**src/rtl/lotr_pkg.sv**
```systemverilog
// Shared types and constants for the lotr platform blocks.
package lotr_pkg;

    typedef enum logic {
        IDLE = 1'b0,
        LOCK = 1'b1
    } t_uart_arb_state;

    localparam int         UART_ARB_NUM_REQ = 4;
    localparam logic [7:0] UART_EOL_CHAR    = 8'h0A;

endpackage

```
**src/rtl/uart_tx_arb_rr_pick4.sv**
```systemverilog
// Rotate-priority picker: first set request searching upward from ptr+1, wrapping 3->0.
module rr_pick4 (
    input  logic [3:0] req,
    input  logic [1:0] ptr,
    output logic [1:0] gnt_id,
    output logic       any
);

    // Walk from farthest to nearest so the nearest requester after ptr wins.
    always_comb begin
        gnt_id = 2'd0;
        for (int i = 4; i >= 1; i--) begin
            if (req[2'(int'(ptr) + i)]) begin
                gnt_id = 2'(int'(ptr) + i);
            end
        end
    end

    assign any = |req;

endmodule

```
**src/rtl/uart_tx_arb.sv**
```systemverilog
// Round-robin, line-locking scheduler sharing one UART TX byte path among four requesters.
//
// state | meaning
// ------+---------------------------------------------------------------
// IDLE  | no grant held; picks the next requester after rr_ptr
// LOCK  | grant_id owns the TX path until EOL, burst limit or idle timeout
module uart_tx_arb
    import lotr_pkg::*;
#(
    parameter int         NUM_REQ      = UART_ARB_NUM_REQ,
    parameter int         MAX_BURST    = 64,
    parameter int         IDLE_TIMEOUT = 16,
    parameter logic [7:0] EOL_CHAR     = UART_EOL_CHAR
) (
    input  logic                    clk,
    input  logic                    rstn,
    input  logic [NUM_REQ-1:0]      req_valid,
    input  logic [NUM_REQ-1:0][7:0] req_data,
    output logic [NUM_REQ-1:0]      req_ready,
    output logic                    tx_valid,
    output logic [7:0]              tx_data,
    input  logic                    tx_ready,
    output logic [1:0]              grant_id,
    output logic                    busy
);

    localparam int            BW         = $clog2(MAX_BURST + 1);
    localparam int            IW         = $clog2(IDLE_TIMEOUT + 1);
    localparam logic [BW-1:0] BURST_LAST = BW'(MAX_BURST - 1);
    localparam logic [IW-1:0] IDLE_LAST  = IW'(IDLE_TIMEOUT - 1);
    localparam logic [IW-1:0] IDLE_MAX   = IW'(IDLE_TIMEOUT);

    t_uart_arb_state state_q, state_d;
    logic [1:0]      grant_id_q, grant_id_d;
    logic [1:0]      rr_ptr_q, rr_ptr_d;
    logic [BW-1:0]   burst_cnt_q, burst_cnt_d;
    logic [IW-1:0]   idle_cnt_q, idle_cnt_d;
    logic            tx_valid_q, tx_valid_d;
    logic [7:0]      tx_data_q, tx_data_d;

    logic [1:0] pick_id;
    logic       pick_any;
    logic       g_valid;
    logic [7:0] g_data;
    logic       g_ready;
    logic       accept;
    logic       rel;

    rr_pick4 u_pick (
        .req    (req_valid),
        .ptr    (rr_ptr_q),
        .gnt_id (pick_id),
        .any    (pick_any)
    );

    assign g_valid = req_valid[grant_id_q];
    assign g_data  = req_data[grant_id_q];

    always_ff @(posedge clk or negedge rstn) begin
        if (!rstn) begin
            state_q     <= IDLE;
            grant_id_q  <= 2'd0;
            rr_ptr_q    <= 2'd3;
            burst_cnt_q <= '0;
            idle_cnt_q  <= '0;
            tx_valid_q  <= 1'b0;
            tx_data_q   <= 8'h00;
        end else begin
            state_q     <= state_d;
            grant_id_q  <= grant_id_d;
            rr_ptr_q    <= rr_ptr_d;
            burst_cnt_q <= burst_cnt_d;
            idle_cnt_q  <= idle_cnt_d;
            tx_valid_q  <= tx_valid_d;
            tx_data_q   <= tx_data_d;
        end
    end

    always_comb begin
        state_d     = state_q;
        grant_id_d  = grant_id_q;
        rr_ptr_d    = rr_ptr_q;
        burst_cnt_d = burst_cnt_q;
        idle_cnt_d  = idle_cnt_q;
        tx_valid_d  = tx_valid_q;
        tx_data_d   = tx_data_q;
        rel         = 1'b0;

        // The output register drains independently of state, so a byte taken
        // in the release cycle still leaves while the FSM sits in IDLE.
        if (accept) begin
            tx_valid_d = 1'b1;
            tx_data_d  = g_data;
        end else if (tx_valid_q && tx_ready) begin
            tx_valid_d = 1'b0;
        end

        case (state_q)
            IDLE: begin
                if (pick_any) begin
                    state_d     = LOCK;
                    grant_id_d  = pick_id;
                    burst_cnt_d = '0;
                    idle_cnt_d  = '0;
                end
            end
            LOCK: begin
                if (accept) begin
                    burst_cnt_d = burst_cnt_q + 1'b1;
                    idle_cnt_d  = '0;
                end else if (!g_valid && idle_cnt_q != IDLE_MAX) begin
                    idle_cnt_d = idle_cnt_q + 1'b1;
                end

                if (accept && g_data == EOL_CHAR) begin
                    rel = 1'b1;
                end else if (accept && burst_cnt_q == BURST_LAST) begin
                    rel = 1'b1;
                end else if (!g_valid && idle_cnt_q == IDLE_LAST) begin
                    rel = 1'b1;
                end

                if (rel) begin
                    state_d  = IDLE;
                    rr_ptr_d = grant_id_q;
                end
            end
            default: state_d = IDLE;
        endcase
    end

    always_comb begin
        req_ready = '0;
        g_ready   = 1'b0;
        if (state_q == LOCK) begin
            g_ready               = ~tx_valid_q | tx_ready;
            req_ready[grant_id_q] = g_ready;
        end
        accept = g_valid & g_ready;
    end

    assign tx_valid = tx_valid_q;
    assign tx_data  = tx_data_q;
    assign grant_id = grant_id_q;
    assign busy     = (state_q == LOCK) | tx_valid_q;

endmodule

```
**config.mk**
```make
export PLATFORM = sky130hd
export DESIGN_NAME = uart_tx_arb
export DESIGN_NICKNAME = d
export VERILOG_FILES = /design/src/rtl/lotr_pkg.sv /design/src/rtl/uart_tx_arb_rr_pick4.sv /design/src/rtl/uart_tx_arb.sv
export SDC_FILE = /design/constraint.sdc
export NUM_CORES = 1
export LEC_CHECK = 0
export CORE_MARGIN = 2
export CORE_UTILIZATION = 38
export DETAILED_ROUTE_END_ITERATION = 6
export MAX_ROUTING_LAYER = met4
export PLACE_DENSITY = 0.69
export SETUP_SLACK_MARGIN = 0.5
export SYNTH_ARGS = -nofsm -noshare
export SYNTH_HDL_FRONTEND = slang
export SYNTH_SLANG_ARGS = --single-unit
export TNS_END_PERCENT = 1
```
**constraint.sdc**
```tcl
create_clock -name clk -period 6.25 [get_ports clk]
set_clock_uncertainty 0.1 [all_clocks]
set_input_delay 0.9375 -clock clk [delete_from_list [all_inputs] [get_ports clk]]
set_output_delay 0.9375 -clock clk [all_outputs]
set_load 0.005 [all_outputs]
```
### Clock network drawn from the DEF

(8 px per µm)
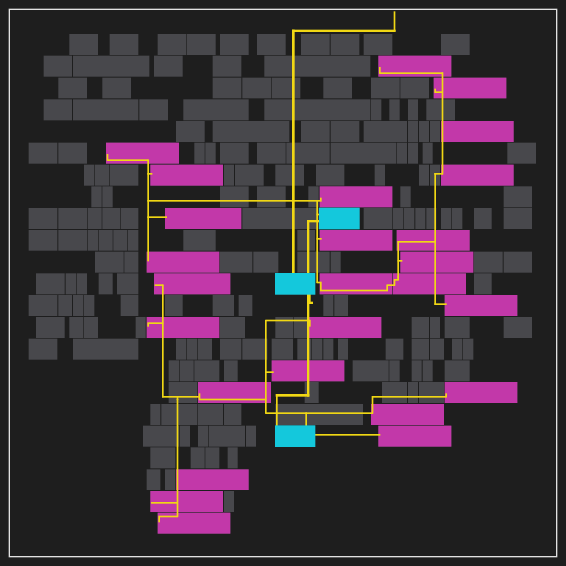
Magenta shows flip-flops, count 26. Yellow shows clock wires, length 319 µm. Cyan shows clock drivers, count 3.
There are 4 routed clock nets.
Latency at later pin: 0.27 ns
clock group share of total power: 0.164
Clk. pwr: 0.140 mW

### Cells coloured by class

(6 px per µm) Fill, decap, tap and diode cells in grey.
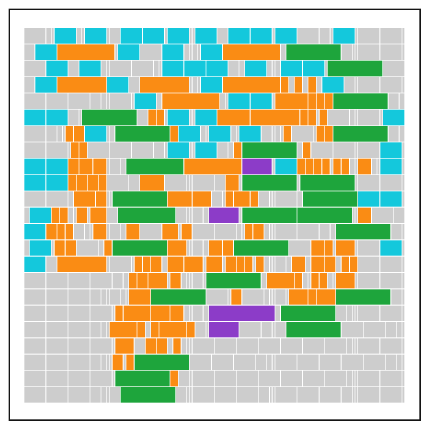
Cyan shows remaining buffers and delay cells, cells 54, share of their area 25%. Green shows sequential cells, cells 26, share of their area 31%. Orange shows combinational and other logic, cells 123, share of their area 40%. Purple shows clock drivers and dummy loads, cells 4, share of their area 3.4%.

==> impl_metrics.json <==
{
  "status": "finished, final reports clean",
  "cts_resized": 0,
  "worst_pin_slew_ns": 1.10,
  "seq_cell_count": 26,
  "placed_area_um2": 2120,
  "met2_length_um": 1940,
  "cp.required_ns": 5.21,
  "drcViolationCount": 0,
  "syn_nets": 200,
  "ys.flop_type": "dfrtp_1",
  "finalNetCount": 251,
  "top_usage_layer": "met2",
  "ys_ff": 26,
  "rr_startpoint": "grant_id[0]",
  "placed_cells": 253,
  "buf_share": 0.247,
  "routedLengthMet1_um": 1670,
  "yosysTopAreaCell": "dfrtp_1",
  "power.internal_mw": 0.545,
  "ys_cells": 157,
  "synthToLayoutAreaGrowth_pct": 39.5,
  "hold-worst-slack_ns": 0.384,
  "first_pass_iters": 6,
  "cap_violations": 0,
  "cts-buffers-inserted": 3,
  "adder_share": 0.0319,
  "ys_area_um2": 1570,
  "post-cts-setup-buffers": 0,
  "inverters": 7,
  "finalInstanceArea_um2": 2190,
  "tapCellCount": 50,
  "clock_buffers": 3,
  "period_minus_slack_ns": 3.45,
  "routed_wl_um": 3760,
  "power_mw": 0.853,
  "maxPowerGroup": "combinational cells",
  "p_leak_nw": 0.948,
  "vias_per_cell": 5.20,
  "worst_slack_ns": 2.80,
  "die_w_um": 68.2,
  "worst_ir_drop_vdd_mv": 0.222,
  "synth_cell_type_count": 40,
  "switching_share": 0.361,
  "hp-start": "tx_data[4]",
  "power_density_nw_per_um2": 390,
  "synth_area_um2": 1570,
  "openroad.warnings": 27,
  "cp-end-kind": "output port",
  "tritoncts": "built",
  "start_kind": "input pin",
  "final_util": 0.551,
  "io_buffers": 54,
  "clkTransAtPathRegs_ns": 0.09,
  "logic_family": "simple AND/OR/NAND/NOR gates"
}
### Close-up of the layout

Region (22, 22) to (47, 47) µm. Cells in grey, sequential cells in the stronger grey; small squares are vias.
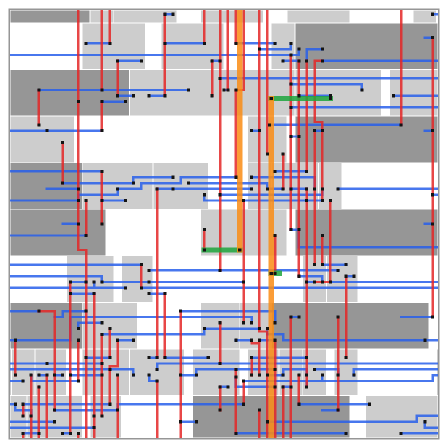
Orange shows metal 4. Blue shows metal 1. Red shows metal 2. Green shows metal 3.
Netlist names of flops here include `burst_cnt_q` (3), `rr_ptr_q` (2). 41 logic cells have their middle in the window. Most frequent: nand2_1 (6), dfrtp_1 (5), clkdlybuf4s50_1 (3). Sequential cells in the window: 7.

path summary, 6_finish.rpt:
kind | endpoint | slack [ns] | depth (start not counted)
max in group asynchronous | idle_cnt_q[2] | 4.23 | 1
hold reg to reg | tx_data[4] | 0.38 | 2
hold / removal | tx_data[4] | 0.38 | 2
setup / recovery | req_ready[1] | 2.80 | 5
setup reg to reg | rr_ptr_q[1] | 3.44 | 5
min in group asynchronous | tx_data[7] | 1.15 | 1
sequential cells by signal, summed over array words and instances (netlist names):
signal,flops
rr_ptr_q,2
burst_cnt_q,7
tx_valid,1
idle_cnt_q,5
state_q,1
tx_data,8
grant_id,2
worst max-delay path, stage by stage:
cell	delay, ns
clkdlybuf4s50_1	0.45
nand2b_1	0.23
nand3_1	0.13
nor2_1	0.14
clkdlybuf4s50_1	0.52
Power and IR drop assume default switching activity.
